**config.mk**
```make
export PLATFORM = sky130hd
export DESIGN_NAME = cache_controller_flat
export DESIGN_NICKNAME = d
export VERILOG_FILES = /design/src/rtl/cache_controller_if.sv /design/src/rtl/cache_controller.sv /design/src/flat_wrapper.sv
export SDC_FILE = /design/constraint.sdc
export NUM_CORES = 2
export LEC_CHECK = 0
export ABC_AREA = 1
export ABC_CLOCK_PERIOD_IN_PS = 7150
export CAP_MARGIN = 25
export CORE_MARGIN = 2
export CORE_UTILIZATION = 60
export CTS_CLUSTER_DIAMETER = 80
export DETAILED_ROUTE_END_ITERATION = 12
export MAX_ROUTING_LAYER = met4
export PLACE_DENSITY = 0.78
export SLEW_MARGIN = 10
export SYNTH_ARGS = -nofsm -noshare
export SYNTH_HDL_FRONTEND = slang
export SYNTH_SLANG_ARGS = --single-unit
```
**constraint.sdc**
```tcl
create_clock -name clk -period 7.15 [get_ports clk]
set_input_delay 1.7875 -clock clk [delete_from_list [all_inputs] [get_ports clk]]
set_output_delay 1.7875 -clock clk [all_outputs]
set_load 0.01 [all_outputs]
```
**src/rtl/cache_controller_if.sv**
```systemverilog
// Bundle between the MEM-stage control unit, the data-cache controller and main memory.
// The controller takes the slave view; the requester/memory model takes the master view.
interface cache_if #(
    parameter int ADDR_W = 32,
    parameter int DATA_W = 32,
    parameter int CNT_W  = 16
);
    logic              enable;
    logic              mem_read;
    logic              mem_write;
    logic [ADDR_W-1:0] address;
    logic [DATA_W-1:0] write_data;
    logic [DATA_W-1:0] read_data;
    logic              mem_ready;
    logic              ram_req;
    logic              ram_we;
    logic [ADDR_W-1:0] ram_addr;
    logic [DATA_W-1:0] ram_wdata;
    logic [DATA_W-1:0] ram_rdata;
    logic              ram_ack;
    logic [CNT_W-1:0]  hit_count;
    logic [CNT_W-1:0]  miss_count;

    modport master (
        output enable, mem_read, mem_write, address, write_data, ram_rdata, ram_ack,
        input  read_data, mem_ready, ram_req, ram_we, ram_addr, ram_wdata, hit_count, miss_count
    );

    modport slave (
        input  enable, mem_read, mem_write, address, write_data, ram_rdata, ram_ack,
        output read_data, mem_ready, ram_req, ram_we, ram_addr, ram_wdata, hit_count, miss_count
    );
endinterface

```
**src/rtl/cache_controller.sv**
```systemverilog
// Direct-mapped, write-through, no-write-allocate data cache with one word per line.
// It uses a four-phase enable/mem_ready handshake toward the MEM stage and keeps saturating hit/miss counters.
module cache_controller #(
    parameter int ADDR_W    = 32,
    parameter int DATA_W    = 32,
    parameter int NUM_LINES = 64,
    parameter int CNT_W     = 16
) (
    input logic   clk,
    input logic   rst_n,
    cache_if.slave bus
);
    localparam int IDX_W = $clog2(NUM_LINES);
    localparam int TAG_W = ADDR_W - 2 - IDX_W;

    typedef enum logic [2:0] {IDLE, LOOKUP, FILL, WTHRU, DONE} state_e;

    state_e              state_r, state_s;
    logic [ADDR_W-3:0]   addr_r;
    logic [DATA_W-1:0]   wdata_r;
    logic                write_op_r, read_op_r;
    logic [NUM_LINES-1:0] valid_r;
    logic [TAG_W-1:0]    tag_mem [NUM_LINES];
    logic [DATA_W-1:0]   data_mem [NUM_LINES];

    logic [DATA_W-1:0]   read_data_r, rdata_s;
    logic                mem_ready_r, ready_s;
    logic                ram_req_r, req_s;
    logic                ram_we_r, we_s;
    logic [ADDR_W-1:0]   ram_addr_r, raddr_s;
    logic [DATA_W-1:0]   ram_wdata_r, rwdata_s;
    logic [CNT_W-1:0]    hit_cnt_r, hit_cnt_s;
    logic [CNT_W-1:0]    miss_cnt_r, miss_cnt_s;
    logic                line_wr_s, fill_s;

    logic [IDX_W-1:0]    idx_s;
    logic [TAG_W-1:0]    tag_s;
    logic                lookup_hit_s;

    function automatic logic [CNT_W-1:0] sat_inc(input logic [CNT_W-1:0] v);
        return (&v) ? v : v + {{(CNT_W-1){1'b0}}, 1'b1};
    endfunction

    assign idx_s        = addr_r[IDX_W-1:0];
    assign tag_s        = addr_r[ADDR_W-3 -: TAG_W];
    assign lookup_hit_s = valid_r[idx_s] && (tag_mem[idx_s] == tag_s);

    // State register
    always_ff @(posedge clk or negedge rst_n) begin
        if (!rst_n) state_r <= IDLE;
        else        state_r <= state_s;
    end

    // Next-state logic
    always_comb begin
        state_s = state_r;
        case (state_r)
            IDLE:    if (bus.enable) state_s = LOOKUP; else state_s = IDLE;
            LOOKUP: begin
                if (write_op_r)                    state_s = WTHRU;
                else if (read_op_r && !lookup_hit_s) state_s = FILL;
                else                               state_s = DONE;
            end
            FILL:    if (bus.ram_ack) state_s = DONE; else state_s = FILL;
            WTHRU:   if (bus.ram_ack) state_s = DONE; else state_s = WTHRU;
            DONE:    if (!bus.enable) state_s = IDLE; else state_s = DONE;
            default: state_s = IDLE;
        endcase
    end

    // Next values of the registered outputs plus array write strobes
    always_comb begin
        rdata_s    = read_data_r;
        ready_s    = mem_ready_r;
        req_s      = ram_req_r;
        we_s       = ram_we_r;
        raddr_s    = ram_addr_r;
        rwdata_s   = ram_wdata_r;
        hit_cnt_s  = hit_cnt_r;
        miss_cnt_s = miss_cnt_r;
        line_wr_s  = 1'b0;
        fill_s     = 1'b0;
        case (state_r)
            LOOKUP: begin
                if (write_op_r) begin
                    req_s    = 1'b1;
                    we_s     = 1'b1;
                    raddr_s  = {addr_r, 2'b00};
                    rwdata_s = wdata_r;
                    if (lookup_hit_s) begin
                        line_wr_s = 1'b1;
                        hit_cnt_s = sat_inc(hit_cnt_r);
                    end else begin
                        miss_cnt_s = sat_inc(miss_cnt_r);
                    end
                end else if (read_op_r) begin
                    if (lookup_hit_s) begin
                        rdata_s   = data_mem[idx_s];
                        hit_cnt_s = sat_inc(hit_cnt_r);
                        ready_s   = 1'b1;
                    end else begin
                        miss_cnt_s = sat_inc(miss_cnt_r);
                        req_s      = 1'b1;
                        we_s       = 1'b0;
                        raddr_s    = {addr_r, 2'b00};
                    end
                end else begin
                    ready_s = 1'b1;
                end
            end
            FILL: begin
                if (bus.ram_ack) begin
                    fill_s  = 1'b1;
                    rdata_s = bus.ram_rdata;
                    req_s   = 1'b0;
                    ready_s = 1'b1;
                end else begin
                    req_s = 1'b1;
                end
            end
            WTHRU: begin
                if (bus.ram_ack) begin
                    req_s   = 1'b0;
                    we_s    = 1'b0;
                    ready_s = 1'b1;
                end else begin
                    req_s = 1'b1;
                end
            end
            DONE: begin
                if (!bus.enable) ready_s = 1'b0;
                else             ready_s = 1'b1;
            end
            default: ;
        endcase
    end

    // Output and counter registers
    always_ff @(posedge clk or negedge rst_n) begin
        if (!rst_n) begin
            read_data_r <= {DATA_W{1'b0}};
            mem_ready_r <= 1'b0;
            ram_req_r   <= 1'b0;
            ram_we_r    <= 1'b0;
            ram_addr_r  <= {ADDR_W{1'b0}};
            ram_wdata_r <= {DATA_W{1'b0}};
            hit_cnt_r   <= {CNT_W{1'b0}};
            miss_cnt_r  <= {CNT_W{1'b0}};
        end else begin
            read_data_r <= rdata_s;
            mem_ready_r <= ready_s;
            ram_req_r   <= req_s;
            ram_we_r    <= we_s;
            ram_addr_r  <= raddr_s;
            ram_wdata_r <= rwdata_s;
            hit_cnt_r   <= hit_cnt_s;
            miss_cnt_r  <= miss_cnt_s;
        end
    end

    // Request capture: only the accepting edge samples the MEM-stage inputs
    always_ff @(posedge clk or negedge rst_n) begin
        if (!rst_n) begin
            addr_r     <= {(ADDR_W-2){1'b0}};
            wdata_r    <= {DATA_W{1'b0}};
            write_op_r <= 1'b0;
            read_op_r  <= 1'b0;
        end else if (state_r == IDLE && bus.enable) begin
            addr_r     <= bus.address[ADDR_W-1:2];
            wdata_r    <= bus.write_data;
            write_op_r <= bus.mem_write;
            read_op_r  <= bus.mem_read & ~bus.mem_write;
        end
    end

    // Valid bits; strobes are inert in reset because the state is forced to IDLE
    always_ff @(posedge clk or negedge rst_n) begin
        if (!rst_n)      valid_r <= {NUM_LINES{1'b0}};
        else if (fill_s) valid_r[idx_s] <= 1'b1;
    end

    // Tag/data arrays, deliberately not reset
    always_ff @(posedge clk) begin
        if (line_wr_s) begin
            data_mem[idx_s] <= wdata_r;
        end else if (fill_s) begin
            data_mem[idx_s] <= bus.ram_rdata;
            tag_mem[idx_s]  <= tag_s;
        end
    end

    assign bus.read_data  = read_data_r;
    assign bus.mem_ready  = mem_ready_r;
    assign bus.ram_req    = ram_req_r;
    assign bus.ram_we     = ram_we_r;
    assign bus.ram_addr   = ram_addr_r;
    assign bus.ram_wdata  = ram_wdata_r;
    assign bus.hit_count  = hit_cnt_r;
    assign bus.miss_count = miss_cnt_r;
endmodule
```
**src/flat_wrapper.sv**
```systemverilog
// flat-port wrapper written by rule: the top's interface ports become plain ports
module cache_controller_flat 
#(
    parameter int ADDR_W    = 32,
    parameter int DATA_W    = 32,
    parameter int NUM_LINES = 64,
    parameter int CNT_W     = 16
)
  (clk, rst_n, bus_enable, bus_mem_read, bus_mem_write, bus_address, bus_write_data, bus_ram_rdata, bus_ram_ack, bus_read_data, bus_mem_ready, bus_ram_req, bus_ram_we, bus_ram_addr, bus_ram_wdata, bus_hit_count, bus_miss_count);
  cache_if #(.ADDR_W(ADDR_W), .DATA_W(DATA_W), .CNT_W(CNT_W)) bus_i ();
  input logic clk;
  input logic rst_n;
  input wire logic [$bits(bus_i.enable)-1:0] bus_enable;
  input wire logic [$bits(bus_i.mem_read)-1:0] bus_mem_read;
  input wire logic [$bits(bus_i.mem_write)-1:0] bus_mem_write;
  input wire logic [$bits(bus_i.address)-1:0] bus_address;
  input wire logic [$bits(bus_i.write_data)-1:0] bus_write_data;
  input wire logic [$bits(bus_i.ram_rdata)-1:0] bus_ram_rdata;
  input wire logic [$bits(bus_i.ram_ack)-1:0] bus_ram_ack;
  output wire logic [$bits(bus_i.read_data)-1:0] bus_read_data;
  output wire logic [$bits(bus_i.mem_ready)-1:0] bus_mem_ready;
  output wire logic [$bits(bus_i.ram_req)-1:0] bus_ram_req;
  output wire logic [$bits(bus_i.ram_we)-1:0] bus_ram_we;
  output wire logic [$bits(bus_i.ram_addr)-1:0] bus_ram_addr;
  output wire logic [$bits(bus_i.ram_wdata)-1:0] bus_ram_wdata;
  output wire logic [$bits(bus_i.hit_count)-1:0] bus_hit_count;
  output wire logic [$bits(bus_i.miss_count)-1:0] bus_miss_count;
  assign bus_i.enable = bus_enable;
  assign bus_i.mem_read = bus_mem_read;
  assign bus_i.mem_write = bus_mem_write;
  assign bus_i.address = bus_address;
  assign bus_i.write_data = bus_write_data;
  assign bus_i.ram_rdata = bus_ram_rdata;
  assign bus_i.ram_ack = bus_ram_ack;
  assign bus_read_data = bus_i.read_data;
  assign bus_mem_ready = bus_i.mem_ready;
  assign bus_ram_req = bus_i.ram_req;
  assign bus_ram_we = bus_i.ram_we;
  assign bus_ram_addr = bus_i.ram_addr;
  assign bus_ram_wdata = bus_i.ram_wdata;
  assign bus_hit_count = bus_i.hit_count;
  assign bus_miss_count = bus_i.miss_count;
  cache_controller #(.ADDR_W(ADDR_W), .DATA_W(DATA_W), .NUM_LINES(NUM_LINES), .CNT_W(CNT_W)) u_core (.clk(clk), .rst_n(rst_n), .bus(bus_i));
endmodule
```
### Wiring by layer

(1 px per µm) Only two layers are drawn.
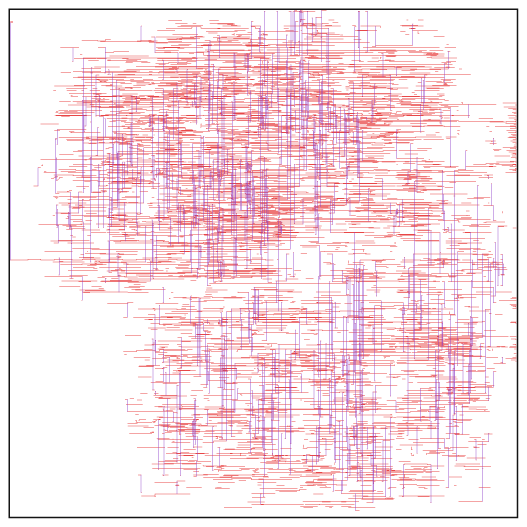
[red] M3 | wire length: 65.6 mm
[purple] M4 | wire length: 23.8 mm

### I/O pins on the die edge

Pins as bars across the die edge, other pins in gray.
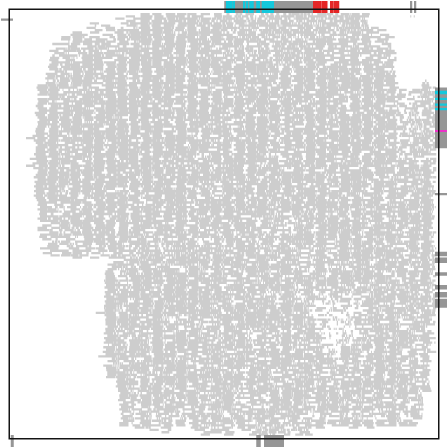
[cyan] bus_read_data | pins: 32 | direction: output | edge: 27 top, 5 right
[red] bus_miss_count | pins: 16 | direction: output | edge: top
[magenta] bus_mem_ready | pins: 1 | direction: output | edge: right

### Clock routing

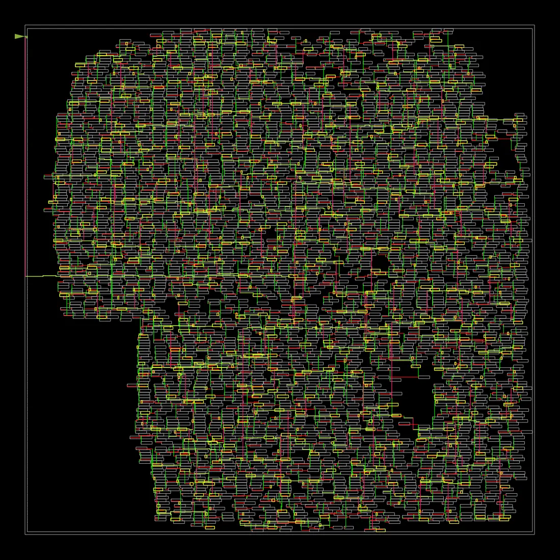
# clk buffers: 480
Seq Cell Count: 3844
clk_lat worst skew: 1.01 ns
Max Clock Skew: 0.0819 ns

### M4 wires

(1 px per µm)
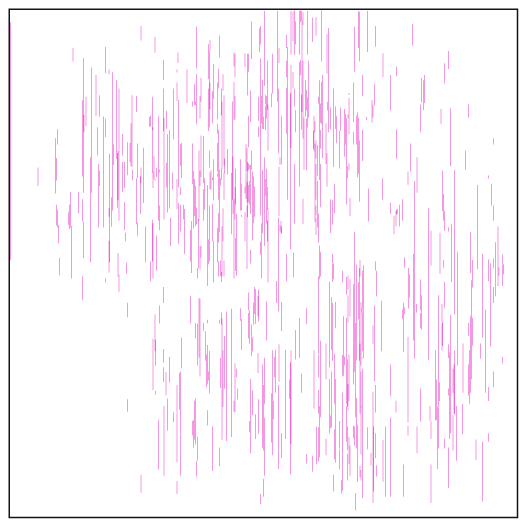
share of all routed wire: 5.4%
wire length on this layer: 23.8 mm
main direction: vertical
nets with wire on the layer: 402
vias: 102k
Post-Route WL: 443000 µm

==> impl_metrics.toml <==
# flow metrics
[floorplanning]
num_rows = 184
fp_util_pct = 60.3
die_h_um = 507
chipWidth_um = 507

[yosys]
postSynthAreaPerCell_um2 = 12.6
top_area_cell = "edfxtp_1"
synth_cells = 12000
ys_sh_mux_pct = 0
syn-cell-area_mm2 = 0.152
synth_seq_share_pct = 75.3
top_cells_by_area = "edfxtp_1 71%, nand2_1 8.2%, dfrtp_1 4.3%"

[worst_setup_path]
cpPeakStageDelay_ns = 0.60
critical_path_class = "flop to flop"
slowest_stage = "buf_4"
cp_data_required_time_ns = 7.75

[timing]
holdWs_ns = 0.456
fin_crit_sh_pct = 90.7
tns_ns = 0
worstMarginPinSlew_ns = 1.16

[power_and_ir_drop]
p_clk_share_pct = 26.9
leakagePower_nw = 63.4
p_total_mw = 70.6
p_int_mw = 44.8

[place]
gp_congestion = 0.919
detailed_place.area_mm2 = 0.160

[global_route]
antenna_found_initial = 32
grt_max_degree = 152

[routing]
drc = 0
via_per_inst = 6.34

[flow_run]
drv_cap = 0

[hold_path]
holdCritPathClass = "flop to flop"

[run_status]
status = "completed"

[clock_tree]
holdBufCountCts = 0
cell families (layout without fill, tap and decap cells):
family / after synthesis / count (layout)
XOR/XNOR: 24 / 24
adder cells (fa/ha/maj): 2 / 2
other: 1 / 22
AND-OR/OR-AND: 1419 / 1419
buffers and inverters: 1646 / 2279
AND/OR/NAND/NOR: 5082 / 5082
flip-flops: 3844 / 3844
area by class of cell:
class	count	area, µm²
Sequential cell	3844	114000
Timing Repair Buffer	589	5730
Clock inverter	188	1580
Antenna cell	20	50.0
Inverter	1022	3870
Clock buffer	480	10000
Fill cell	16000	79800
Tap cell	3348	4190
Multi-Input combinational cell	6529	32000
power groups by stage:
stage / clock network, mW / registers, mW / logic [mW]
2_1_floorplan: 0 / 30.2 / 11.5
3_3_place_gp: 0 / 29.6 / 20.8
3_5_place_dp: 0 / 29.5 / 21.5
4_1_cts: 18.9 / 29.1 / 21.8
5_1_grt: 19.8 / 29.2 / 23.7
6_report: 19.0 / 29.1 / 22.5
registers in the layout, indices dropped and copies added, names as in the netlist:
name	flops
u_core.data_mem	2048
u_core.tag_mem	1536
u_core.valid_r	64
u_core.bus.ram_wdata	32
u_core.bus.read_data	32
u_core.wdata_r	32
u_core.addr_r	30
u_core.bus.ram_addr	30
u_core.bus.hit_count	16
u_core.bus.miss_count	16
u_core.state_r	3
u_core.bus.mem_ready	1
u_core.bus.ram_req	1
u_core.bus.ram_we	1
u_core.read_op_r	1
u_core.write_op_r	1
worst min-delay path, stage by stage (launching register included):
cell	delay (ns)
dfrtp_1	0.32
inv_1	0.05
o21ai_0	0.06
routing by layer:
metal / GRT usage [%] / up-vias / part of all wire (%)
met1: 44.9 / 49100 / 34
met2: 53.1 / 8145 / 46
met4: 16.3 / 0 / 5.4
li1: - / 42800 / -
met5: - / - / 0
met3: 8.63 / 1442 / 15
layout by cell type, fill, tap and decap left out, types with 53 or more instances in the layout:
cell             synthesis  layout
a21oi_1                 75      75
a221oi_1               244     244
a22o_1                 142     142
a22oi_1                288     288
buf_12                   0      54
buf_4                   25     304
clkbuf_1               269      91
clkbuf_16                0     383
clkdlybuf4s50_1          0     227
clkinv_1                 1      86
clkinv_2                 0      53
dfrtp_1                260     233
edfxtp_1              3584    3584
inv_1                 1013    1011
nand2_1               3297    3295
nand3_1                542     542
nand4_1                278     278
nor2_1                 739     603
nor2_2                   2      55
nor2_4                   1      84
o211ai_1                53      53
o21ai_0                449     417
o21ai_1                130     130
or2_2                  126     126
worst paths after layout:
| check | start | end | slack, ns | cells past startpoint |
|---|---|---|---|---|
| worst min register to register | u_core.valid_r[9] | u_core.valid_r[9] | 0.46 | 2 |
| min in group asynchronous | rst_n | u_core.valid_r[20] | 0.77 | 1 |
| worst max register to register | u_core.addr_r[2] | u_core.data_mem[40][7] | 0.67 | 22 |
| worst max-delay path | u_core.addr_r[2] | u_core.data_mem[40][7] | 0.67 | 22 |
| max in group asynchronous | rst_n | u_core.bus.ram_we | 5.08 | 2 |
| worst min-delay path | u_core.valid_r[9] | u_core.valid_r[9] | 0.46 | 2 |
Power and IR drop assume default switching activity.
